### config.mk
export PLATFORM = sky130hd
export DESIGN_NAME = increment_term_stream_generator
export DESIGN_NICKNAME = d
export VERILOG_FILES = /design/src/rtl/increment_term_stream_generator.sv
export SDC_FILE = /design/constraint.sdc
export NUM_CORES = 1
export LEC_CHECK = 0
export ABC_CLOCK_PERIOD_IN_PS = 4400
export CORE_MARGIN = 2
export CORE_UTILIZATION = 54
export DETAILED_ROUTE_END_ITERATION = 12
export PLACE_DENSITY = 0.91
export SYNTH_ARGS = -nofsm -noshare
export SYNTH_HDL_FRONTEND = slang
export SYNTH_SLANG_ARGS = --single-unit
### constraint.sdc
create_clock -name clk -period 4.4 [get_ports clk]
set_input_delay 0.88 -clock clk [delete_from_list [all_inputs] [get_ports clk]]
set_output_delay 0.88 -clock clk [all_outputs]
set_load 0.01 [all_outputs]
### src/rtl/increment_term_stream_generator.sv
// Streams comparator terms K_n = A0*(2n+1) -/+ C0 for n = 0..num_elements-1.
// C0 is fetched once per run from an external CORDIC unit via start/ready/ack,
// then the two accumulators advance by 2*A0 per accepted beat, saturating to
// the signed TW range.
module increment_term_stream_generator #(
    parameter int unsigned DW_INTEGER   = 18,
    parameter int unsigned DW_FRACTION  = 6,
    parameter int unsigned DW_INPUT     = 8,
    parameter int unsigned ANGLE_DW     = 8,
    parameter int unsigned MAX_ELEMENTS = 64,
    parameter int unsigned A0           = 1054,
    parameter int unsigned SCALE        = 8433,
    localparam int unsigned TW          = DW_INTEGER + DW_FRACTION + 1,
    localparam int unsigned CW          = $clog2(MAX_ELEMENTS + 1)
) (
    input  logic                clk,
    input  logic                rst,
    input  logic                start,
    input  logic                abort,
    input  logic [CW-1:0]       num_elements,
    input  logic [DW_INPUT-1:0] r_0,
    input  logic [ANGLE_DW-1:0] angle,
    output logic                cordic_start,
    output logic [TW-1:0]       cordic_x_scale,
    output logic [ANGLE_DW-1:0] cordic_angle,
    input  logic [TW-1:0]       cordic_result,
    input  logic                cordic_ready,
    output logic                cordic_ack,
    output logic                out_valid,
    input  logic                out_ready,
    output logic [TW-1:0]       term_pos,
    output logic [TW-1:0]       term_neg,
    output logic [CW-1:0]       element_idx,
    output logic                last,
    output logic                sat,
    output logic                busy,
    output logic                done
);

    typedef enum logic [2:0] {StIdle, StReq, StWaitC, StEmit, StDrain} state_e;

    localparam logic [TW:0] A0_EXT   = (TW + 1)'(A0);
    localparam logic [TW:0] A0X2_EXT = (TW + 1)'(2 * A0);

    state_e              r_state;
    logic                r_cordic_start;
    logic                r_cordic_ack;
    logic [TW-1:0]       r_x_scale;
    logic [ANGLE_DW-1:0] r_angle;
    logic [CW-1:0]       r_num;
    logic                r_out_valid;
    logic [TW-1:0]       r_pos;
    logic [TW-1:0]       r_neg;
    logic [CW-1:0]       r_idx;
    logic                r_last;
    logic                r_sat;
    logic                r_done;

    logic                w_n_valid;
    logic [TW-1:0]       w_x_scale;
    logic [TW:0]         w_c0_ext;
    logic [TW:0]         w_load_pos;
    logic [TW:0]         w_load_neg;
    logic [TW:0]         w_step_pos;
    logic [TW:0]         w_step_neg;

    // Clamp a TW+1 bit sum into signed TW range; returns {saturated, value}.
    function automatic logic [TW:0] f_clamp(input logic [TW:0] s);
        if (s[TW] != s[TW-1]) begin
            f_clamp = {1'b1, s[TW], {(TW - 1){~s[TW]}}};
        end else begin
            f_clamp = {1'b0, s[TW-1:0]};
        end
    endfunction

    assign w_n_valid  = (num_elements != '0) && (num_elements <= CW'(MAX_ELEMENTS));
    // Product taken modulo 2^TW, i.e. truncated to the TW LSBs.
    assign w_x_scale  = TW'(r_0) * TW'(SCALE);
    assign w_c0_ext   = {cordic_result[TW-1], cordic_result};
    assign w_load_pos = f_clamp(A0_EXT - w_c0_ext);
    assign w_load_neg = f_clamp(A0_EXT + w_c0_ext);
    assign w_step_pos = f_clamp({r_pos[TW-1], r_pos} + A0X2_EXT);
    assign w_step_neg = f_clamp({r_neg[TW-1], r_neg} + A0X2_EXT);

    // Run sequencing, CORDIC handshake and term accumulation.
    always_ff @(posedge clk or posedge rst) begin
        if (rst) begin
            r_state        <= StIdle;
            r_cordic_start <= 1'b0;
            r_cordic_ack   <= 1'b0;
            r_x_scale      <= '0;
            r_angle        <= '0;
            r_num          <= '0;
            r_out_valid    <= 1'b0;
            r_pos          <= '0;
            r_neg          <= '0;
            r_idx          <= '0;
            r_last         <= 1'b0;
            r_sat          <= 1'b0;
            r_done         <= 1'b0;
        end else begin
            r_cordic_start <= 1'b0;
            r_cordic_ack   <= 1'b0;
            r_done         <= 1'b0;
            unique case (r_state)
                StIdle: begin
                    if (start) begin
                        if (w_n_valid) begin
                            r_num          <= num_elements;
                            r_angle        <= angle;
                            r_x_scale      <= w_x_scale;
                            r_cordic_start <= 1'b1;
                            r_state        <= StReq;
                        end else begin
                            // Empty or oversized run: finish without touching CORDIC.
                            r_done <= 1'b1;
                        end
                    end
                end
                StReq: begin
                    if (abort) begin
                        r_done  <= 1'b1;
                        r_state <= StIdle;
                    end else begin
                        r_state <= StWaitC;
                    end
                end
                StWaitC: begin
                    if (abort) begin
                        // CORDIC result is still owed; it must be acked in DRAIN.
                        r_state <= StDrain;
                    end else if (cordic_ready) begin
                        r_cordic_ack <= 1'b1;
                        r_pos        <= w_load_pos[TW-1:0];
                        r_neg        <= w_load_neg[TW-1:0];
                        r_sat        <= w_load_pos[TW] | w_load_neg[TW];
                        r_idx        <= '0;
                        r_last       <= (r_num == CW'(1));
                        r_out_valid  <= 1'b1;
                        r_state      <= StEmit;
                    end
                end
                StEmit: begin
                    if (abort) begin
                        r_out_valid <= 1'b0;
                        r_done      <= 1'b1;
                        r_state     <= StIdle;
                    end else if (out_ready) begin
                        if (r_last) begin
                            r_out_valid <= 1'b0;
                            r_done      <= 1'b1;
                            r_state     <= StIdle;
                        end else begin
                            r_pos  <= w_step_pos[TW-1:0];
                            r_neg  <= w_step_neg[TW-1:0];
                            r_sat  <= w_step_pos[TW] | w_step_neg[TW];
                            r_idx  <= r_idx + CW'(1);
                            r_last <= ((r_idx + CW'(2)) == r_num);
                        end
                    end
                end
                StDrain: begin
                    if (cordic_ready) begin
                        r_cordic_ack <= 1'b1;
                        r_done       <= 1'b1;
                        r_state      <= StIdle;
                    end
                end
                default: r_state <= StIdle;
            endcase
        end
    end

    assign cordic_start   = r_cordic_start;
    assign cordic_x_scale = r_x_scale;
    assign cordic_angle   = r_angle;
    assign cordic_ack     = r_cordic_ack;
    assign out_valid      = r_out_valid;
    assign term_pos       = r_pos;
    assign term_neg       = r_neg;
    assign element_idx    = r_idx;
    assign last           = r_last;
    assign sat            = r_sat;
    assign busy           = (r_state != StIdle);
    assign done           = r_done;

endmodule
==> images/power_grid.png <==
Bar = 50 µm. Pins as bars on the die edge.
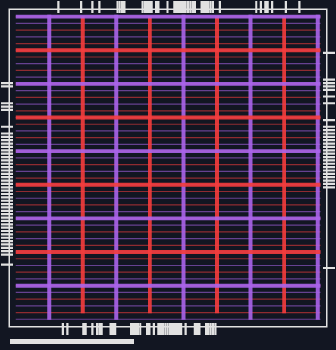
VDD: drawn in red. VSS: drawn in purple.
9 straps on met4. 151 signal pins sit on the boundary.

==> images/placement_by_type.png <==
Fill, decap, tap and diode cells in grey.
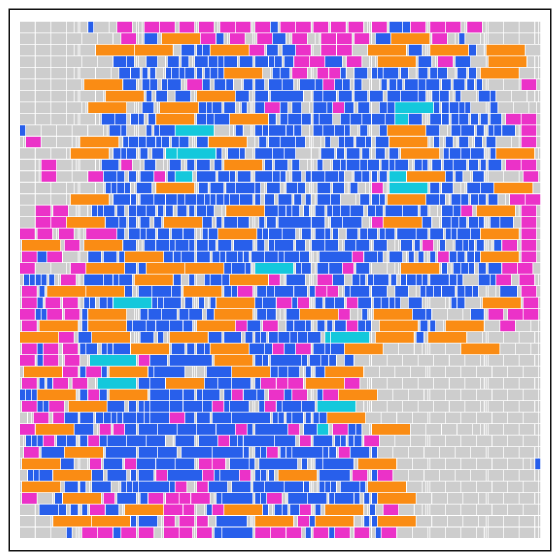
sequential cells: drawn in orange, cells 103, share of their area 25%. remaining buffers and delay cells: drawn in magenta, cells 202, share of their area 18%. clock drivers and dummy loads: drawn in cyan, cells 16, share of their area 2.9%. combinational and other logic: drawn in blue, cells 836, share of their area 54%.

==> results.rst <==
Metrics
=======

.. list-table::
   :header-rows: 1

   * - Metric
     - Value
   * - Number of synthesized flops with an enable pin
     - 0
   * - Worst Setup End Kind
     - flop
   * - Maximum VDD drop
     - 339 µV
   * - P_comb
     - 3.03 mW
   * - Remaining design rule violation count
     - 0
   * - Number of port buffers
     - 147
   * - Dominant cells by area after synthesis
     - sky130_fd_sc_hd__dfrtp_1, sky130_fd_sc_hd__ha_1, sky130_fd_sc_hd__nand2_1, sky130_fd_sc_hd__o21ai_0, sky130_fd_sc_hd__xor2_1
   * - Pin count of the biggest net entering global routing
     - 55
   * - Main flop type
     - sky130_fd_sc_hd__dfrtp_1
   * - Area share of the leading cell type in the synthesized netlist
     - 0.311
   * - Amount of wire on met3 after detailed routing
     - 2.87 mm
   * - Number of buffers between clock root and the deepest sink
     - 2
   * - Log Warnings
     - 32
   * - DRT Pass-1 Iters
     - 6
   * - Combinational gate area
     - 5420 µm²
   * - Hold path startpoint
     - cordic_angle[7]
   * - Number of placed cells counting well taps
     - 1329
   * - Total power of the final layout
     - 5.72 mW
   * - Yosys stat cell total
     - 994
   * - Unrepaired setup endpoints after global routing
     - false
   * - Worst path cell trace
     - clkdlybuf4s50_1 -> ha_1 -> inv_1 -> fa_1 -> fa_1 -> fa_1 -> nor2b_4 -> o31ai_4 -> a2111oi_4 -> o31ai_2 -> xor2_1 -> o21ai_1
   * - Gates resized, CTS repair
     - 21
   * - Met1 Wirelength
     - 10.5 mm
   * - Basic-gate share of the synthesized area counting and, or, nand and nor cells
     - 0.240
   * - Required arrival time at the worst endpoint
     - 4630 ps
   * - Total negative slack for setup checks
     - 0 ps
   * - Biggest area consumer among cell classes
     - combinational gates
   * - Proportion of total power due to net switching
     - 0.427
   * - Sink Count
     - 103
   * - Most frequent cells after synthesis
     - sky130_fd_sc_hd__nand2_1, sky130_fd_sc_hd__dfrtp_1, sky130_fd_sc_hd__nor2_1
   * - Cell with the most instances on the worst path
     - sky130_fd_sc_hd__fa_1
   * - Outcome
     - complete, no violations
   * - Number of hold violations in the final report
     - 0
   * - Area growth from synthesis to layout
     - 28.3%
   * - Inserted Clock Buffers
     - 9
   * - Synthesized area
     - 8280 µm²
   * - Vias
     - 8914
   * - Source of the critical timing path
     - r_0[1]
   * - R2r startpoint
     - term_pos[2]
   * - Number of clock buffer instances in the layout
     - 10
   * - Cells after synthesis
     - 994
   * - Layout filler cell count
     - 1091
   * - Placement Cell Area
     - 10200 µm²
   * - Post-synth cell types
     - 80
==> registers in the layout (all words and copies together), names as in the netlist, 3 cells and up <==
| name | count |
|---|---|
| cordic_x_scale | 22 |
| cordic_angle | 8 |
| r_num | 7 |
| element_idx | 7 |
| r_state | 3 |
| term_pos | 25 |
| term_neg | 25 |
==> final timing paths <==
check	to	slack, ps
worst max-delay path	cordic_x_scale[20]	120
worst min-delay path	cordic_angle[7]	480
worst max register to register	term_pos[17]	360
worst min register to register	cordic_angle[7]	480
max in group asynchronous	term_neg[16]	2700
min in group asynchronous	cordic_angle[3]	960
==> kinds of logic after synthesis <==
family | after synthesis
adders and majority gates | 65
AOI/OAI and AO/OA | 254
xor gates and xnor gates | 65
buffers and inverters | 105
muxes | 8
and+or+nand+nor | 393
other | 1
DFF | 103
No activity file was given, so power comes from the tool's default toggle rates.
